===== config.mk =====
export PLATFORM = sky130hd
export DESIGN_NAME = reset_sequencer
export DESIGN_NICKNAME = d
export VERILOG_FILES = /design/src/rtl/reset_sequencer.sv
export SDC_FILE = /design/constraint.sdc
export NUM_CORES = 1
export LEC_CHECK = 0
export CORE_MARGIN = 4
export CORE_UTILIZATION = 44
export DETAILED_ROUTE_END_ITERATION = 16
export MAX_ROUTING_LAYER = met4
export PLACE_DENSITY = 0.68
export SLEW_MARGIN = 5
export SYNTH_ARGS = -nofsm -noshare
export SYNTH_HDL_FRONTEND = slang
export SYNTH_SLANG_ARGS = --single-unit

===== constraint.sdc =====
create_clock -name clk -period 3.45 [get_ports clk]
set_clock_uncertainty 0.2 [all_clocks]
set_input_delay 0.5175 -clock clk [delete_from_list [all_inputs] [get_ports clk]]
set_output_delay 0.5175 -clock clk [all_outputs]
set_load 0.05 [all_outputs]

===== src/rtl/reset_sequencer.sv =====
// Staged reset controller: qualifies board reset, releases peripherals ahead of the CPU,
// and re-sequences on software request or watchdog expiry while recording the cause.
module reset_sequencer #(
  parameter int unsigned CLOCK_FREQ  = 6000000,
  parameter int unsigned POR_CYCLES  = 10000,
  parameter int unsigned PERIPH_LEAD = 16,
  parameter int unsigned SOFT_HOLD   = 8,
  parameter int unsigned WDT_CYCLES  = 6000000
) (
  input  logic       clk,
  input  logic       RSTb,
  input  logic       SOFT_RST_REQ,
  input  logic       WDT_EN,
  input  logic       WDT_KICK,
  output logic       PERIPH_RSTb,
  output logic       CPU_RSTb,
  output logic [1:0] RST_CAUSE,
  output logic [7:0] RST_COUNT,
  output logic       BUSY
);

  localparam int unsigned CNT_MAX =
    (POR_CYCLES > PERIPH_LEAD) ? ((POR_CYCLES > SOFT_HOLD) ? POR_CYCLES : SOFT_HOLD)
                               : ((PERIPH_LEAD > SOFT_HOLD) ? PERIPH_LEAD : SOFT_HOLD);
  localparam int unsigned CW = $clog2(CNT_MAX + 1);
  localparam int unsigned WW = $clog2(WDT_CYCLES);

  localparam logic [CW-1:0] POR_LAST  = CW'(POR_CYCLES - 1);
  localparam logic [CW-1:0] LEAD_LAST = CW'(PERIPH_LEAD - 1);
  localparam logic [CW-1:0] HOLD_LAST = CW'(SOFT_HOLD - 1);
  localparam logic [WW-1:0] WDT_LAST  = WW'(WDT_CYCLES - 1);

  localparam logic [1:0] S_POR    = 2'd0;
  localparam logic [1:0] S_PERIPH = 2'd1;
  localparam logic [1:0] S_RUN    = 2'd2;
  localparam logic [1:0] S_SOFT   = 2'd3;

  localparam logic [1:0] CAUSE_POR  = 2'b00;
  localparam logic [1:0] CAUSE_SOFT = 2'b01;
  localparam logic [1:0] CAUSE_WDT  = 2'b10;

  if (CLOCK_FREQ == 0 || PERIPH_LEAD < 1 || SOFT_HOLD < 1 || WDT_CYCLES < 2 || POR_CYCLES < 1) begin : g_param_check
    $error("reset_sequencer: illegal parameter combination");
  end

  logic [1:0]    r_state;
  logic [CW-1:0] r_cnt;
  logic [WW-1:0] r_wdt;
  logic          r_periph_rstb;
  logic          r_cpu_rstb;
  logic          r_busy;
  logic [1:0]    r_cause;
  logic [7:0]    r_rst_count;
  logic          w_wdt_expire;

  // A kick on the expiry edge suppresses expiry.
  assign w_wdt_expire = (r_state == S_RUN) && WDT_EN && !WDT_KICK && (r_wdt == WDT_LAST);

  always_ff @(posedge clk) begin
    if (!RSTb || r_state != S_RUN || !WDT_EN || WDT_KICK || w_wdt_expire) begin
      r_wdt <= '0;
    end else begin
      r_wdt <= r_wdt + WW'(1);
    end
  end

  always_ff @(posedge clk) begin
    if (!RSTb) begin
      r_state       <= S_POR;
      r_cnt         <= '0;
      r_periph_rstb <= 1'b0;
      r_cpu_rstb    <= 1'b0;
      r_busy        <= 1'b1;
      r_cause       <= CAUSE_POR;
      r_rst_count   <= '0;
    end else begin
      case (r_state)
        S_POR: begin
          if (r_cnt == POR_LAST) begin
            r_state       <= S_PERIPH;
            r_cnt         <= '0;
            r_periph_rstb <= 1'b1;
          end else begin
            r_cnt <= r_cnt + CW'(1);
          end
        end
        S_PERIPH: begin
          if (r_cnt == LEAD_LAST) begin
            r_state    <= S_RUN;
            r_cnt      <= '0;
            r_cpu_rstb <= 1'b1;
            r_busy     <= 1'b0;
          end else begin
            r_cnt <= r_cnt + CW'(1);
          end
        end
        S_RUN: begin
          // Software request outranks a coincident watchdog expiry.
          if (SOFT_RST_REQ || w_wdt_expire) begin
            r_state       <= S_SOFT;
            r_cnt         <= '0;
            r_periph_rstb <= 1'b0;
            r_cpu_rstb    <= 1'b0;
            r_busy        <= 1'b1;
            r_cause       <= SOFT_RST_REQ ? CAUSE_SOFT : CAUSE_WDT;
            if (r_rst_count != 8'hFF) begin
              r_rst_count <= r_rst_count + 8'd1;
            end
          end
        end
        S_SOFT: begin
          if (r_cnt == HOLD_LAST) begin
            r_state       <= S_PERIPH;
            r_cnt         <= '0;
            r_periph_rstb <= 1'b1;
          end else begin
            r_cnt <= r_cnt + CW'(1);
          end
        end
        default: begin
          r_state <= S_POR;
          r_cnt   <= '0;
        end
      endcase
    end
  end

  assign PERIPH_RSTb = r_periph_rstb;
  assign CPU_RSTb    = r_cpu_rstb;
  assign BUSY        = r_busy;
  assign RST_CAUSE   = r_cause;
  assign RST_COUNT   = r_rst_count;

endmodule


### Placement view, run 1

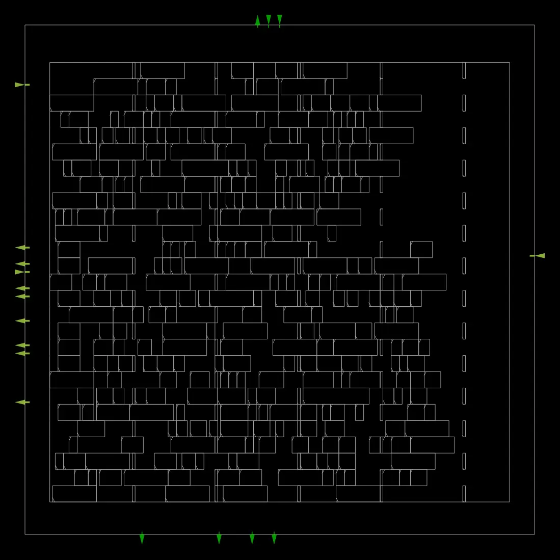
Core Box Area: 5640 sq um
final core occ: 0.527
TAP cells: 72
Layout Cells excl Fill: 392
flop count: 52

### Metal 3, run 1

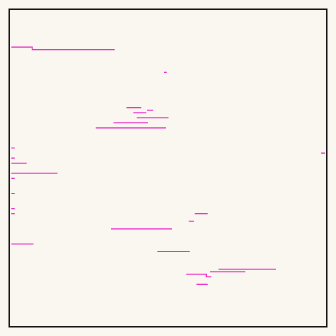
share of all routed wire: 3.2%
main direction: horizontal
longest straight run: 22.1 microns

### I/O pins on the die edge, run 1

Pins as bars across the die edge, other pins in grey.
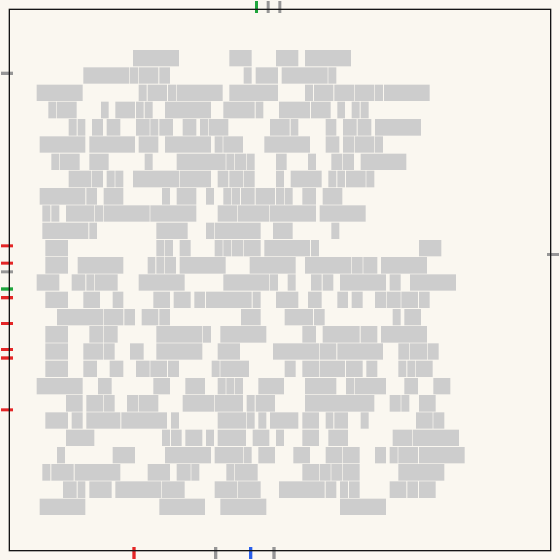
| port | colour | pins | direction | edge |
|---|---|---|---|---|
| RST_CAUSE | green | 2 | output | 1 top, 1 left |
| RST_COUNT | red | 8 | output | 7 left, 1 bottom |
| CPU_RSTb | blue | 1 | output | bottom |

==> results.py, run 1 <==
# Flow results
metrics = {
    "final_layout": {
        "top_area_cell_class": "combinational gates",
        "clkbuf_count": 6,
        "seq_share": 0.350,
        "syn_to_final_growth_pct": 13.5,
        "regArea_sq_um": 1040,
        "comb_share": 0.489,
        "lay_top_count": "dfxtp_1",
        "fillers": 541,
        "regMostFlops": "r_wdt",
        "buffer_area_frac": 0.0649,
        "antenna_cells": 0,
    },
    "detailed_routing": {
        "via_per_inst": 5.56,
        "wl_met2_mm": 2.38,
        "met3_wirelength_microns": 162,
    },
    "pwr": {
        "p_int_mw": 0.851,
        "power_frac_comb": 0.025,
        "p_clk_frac": 0.413,
        "sw_frac_of_total": 0.211,
        "pwr-share-seq": 0.562,
        "seq_power_mw": 0.606,
    },
    "status": {
        "status": "finished, final reports clean",
    },
    "yosys": {
        "adder_share": 0.0382,
        "top_cells_by_count": "52 x dfxtp_1, 38 x nor2_1, 26 x nand2_1",
        "most_common_cell": "dfxtp_1",
        "synth_top_area_share": 0.398,
        "ys_sh_aoi": 0.143,
        "top_area_cell": "dfxtp_1",
        "ys_chip_area_sq_um": 2620,
        "synth_seq_share": 0.398,
    },
    "critical_path": {
        "ff2ff_setup_slack_ns": 0.65,
        "crit_start": "r_state[0]",
        "crit_path_end": "r_cnt[6]",
        "endpoint_kind": "register",
        "reg2regPathDepth": 7,
        "path_delay_family": "AND-OR/OR-AND gates",
        "cp_num_buf_inv": 3,
        "crit_path_max_incr_delay_ns": 0.86,
    },
    "cts": {
        "cts_tree": "done",
        "numCtsBuffers": 5,
        "cts_max_level": 2,
        "post_cts_buffers": 0,
        "postCtsResizedCells": 0,
    },
    "sta": {
        "tightest_slew_ns": 0.988,
        "post-route-min-period_ns": 2.80,
    },
    "worst_hold_path": {
        "holdCritPathClass": "reg -> reg",
    },
    "placement": {
        "gp_congestion": 0.795,
    },
    "global_route": {
        "grt_overflow": 0,
    },
    "floorplan": {
        "rows": 27,
    },
}
### Placement density heat map, run 1

The die is cut into 9 by 9 equal tiles; white is low, dark blue is high, 0 to 100% covered.
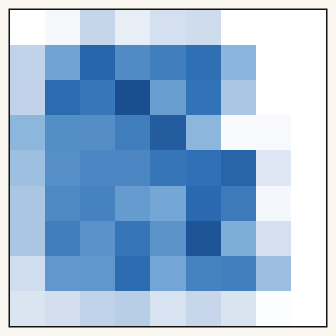

==> run 2, diff against run 1 <==
--- a/config.mk
+++ b/config.mk
@@ -9,7 +9,7 @@
 export CORE_UTILIZATION = 44
 export DETAILED_ROUTE_END_ITERATION = 16
 export MAX_ROUTING_LAYER = met4
-export PLACE_DENSITY = 0.68
+export PLACE_DENSITY = 0.71
 export SLEW_MARGIN = 5
 export SYNTH_ARGS = -nofsm -noshare
 export SYNTH_HDL_FRONTEND = slang
==> constraint.sdc (replaced) <==
create_clock -name clk -period 2.3 [get_ports clk]
set_clock_uncertainty 0.2 [all_clocks]
set_input_delay 0.345 -clock clk [delete_from_list [all_inputs] [get_ports clk]]
set_output_delay 0.345 -clock clk [all_outputs]
set_load 0.05 [all_outputs]
### Placement density heat map, run 2

The die is cut into 9 by 9 equal tiles; white is low, dark blue is high, 0 to 100% covered.
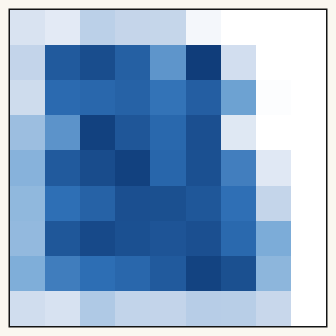
tiles over 75% full: 40%
emptiest ninth of the die: upper right
fullest tile: 95%
nearly empty tiles: 17%

==> results.py, run 2 <==
# Flow results
metrics = {
    "sta": {
        "tightest_slew_ns": 0.523,
        "setup_viol": 4,
        "setup_ws_ns": -0.0404,
    },
    "placement": {
        "gp_congestion": 0.826,
    },
    "status": {
        "violations": "negative setup slack",
        "status": "finished, violations left",
    },
    "final_layout": {
        "syn_to_final_growth_pct": 39.9,
        "lay_top_count": "buf_4",
        "seq_share": 0.287,
    },
    "pwr": {
        "pwr-share-seq": 0.544,
        "p_clk_frac": 0.414,
    },
    "cts": {
        "post_cts_buffers": 5,
        "numCtsBuffers": 5,
    },
    "worst_hold_path": {
        "holdCritPathClass": "reg -> reg",
    },
    "yosys": {
        "adder_share": 0.0382,
        "top_area_cell": "dfxtp_1",
        "synth_seq_share": 0.398,
        "most_common_cell": "dfxtp_1",
    },
    "critical_path": {
        "crit_path_max_incr_delay_ns": 0.55,
        "path_delay_family": "simple AND/OR/NAND/NOR gates",
    },
    "floorplan": {
        "taps": 72,
    },
}
==> run 3, diff against run 2 <==
--- a/config.mk
+++ b/config.mk
@@ -10,7 +10,7 @@
 export DETAILED_ROUTE_END_ITERATION = 16
 export MAX_ROUTING_LAYER = met4
 export PLACE_DENSITY = 0.71
-export SLEW_MARGIN = 5
+export SLEW_MARGIN = 20
 export SYNTH_ARGS = -nofsm -noshare
 export SYNTH_HDL_FRONTEND = slang
 export SYNTH_SLANG_ARGS = --single-unit
### Clock wires, drivers and flops, run 3

The bar under the picture is 20 microns long.
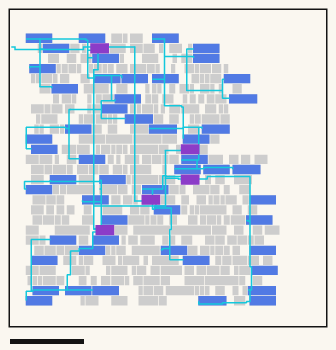
[clock wires] cyan | length: 659 microns
[cells driving clock nets] purple | count: 5
[flip-flops] blue | count: 52
flops lie: widely spread

==> results.py, run 3 <==
# Flow results
metrics = {
    "yosys": {
        "ys_sh_aoi": 0.143,
        "top_area_cell": "dfxtp_1",
        "synth_seq_share": 0.398,
        "adder_share": 0.0382,
        "most_common_cell": "dfxtp_1",
        "logic_family": "simple AND/OR/NAND/NOR gates",
        "syn_area_sq_um": 2620,
        "area_leaders": "dfxtp_1 40%, xnor2_1 6.0%, nor2_1 5.4%",
    },
    "pwr": {
        "pwr-share-seq": 0.544,
        "p_clk_frac": 0.414,
        "vdd_drop_max_mv": 0.357,
    },
    "final_layout": {
        "lay_top_count": "buf_4",
        "seq_share": 0.287,
        "regArea_sq_um": 1050,
        "syn_to_final_growth_pct": 39.9,
        "fillers": 434,
        "nNonClkBuffers": 78,
        "n_all_inverters": 19,
    },
    "critical_path": {
        "reg2regPathDepth": 6,
        "path_delay_family": "simple AND/OR/NAND/NOR gates",
        "crit_path_max_incr_delay_ns": 0.55,
    },
    "placement": {
        "gp_congestion": 0.826,
        "post_dp_cell_area_sq_um": 3310,
    },
    "sta": {
        "rsz0062_at_grt": "yes",
        "tightest_slew_ns": 0.523,
        "setup_ws_ns": -0.0404,
        "slew_headroom": 0.651,
        "tns_ns": -0.0807,
        "setup_viol": 4,
    },
    "worst_hold_path": {
        "holdCritPathClass": "reg -> reg",
    },
    "status": {
        "status": "finished, violations left",
        "violations": "negative setup slack",
    },
    "floorplan": {
        "taps": 72,
        "chipArea_sq_um": 7250,
    },
    "global_route": {
        "grt_use_met1": 0.230,
    },
    "detailed_routing": {
        "dr.pass1.iters": 4,
    },
    "cts": {
        "numCtsBuffers": 5,
        "root_buffer": "clkbuf_8",
        "post_cts_buffers": 5,
    },
}
Power and IR drop assume default switching activity.
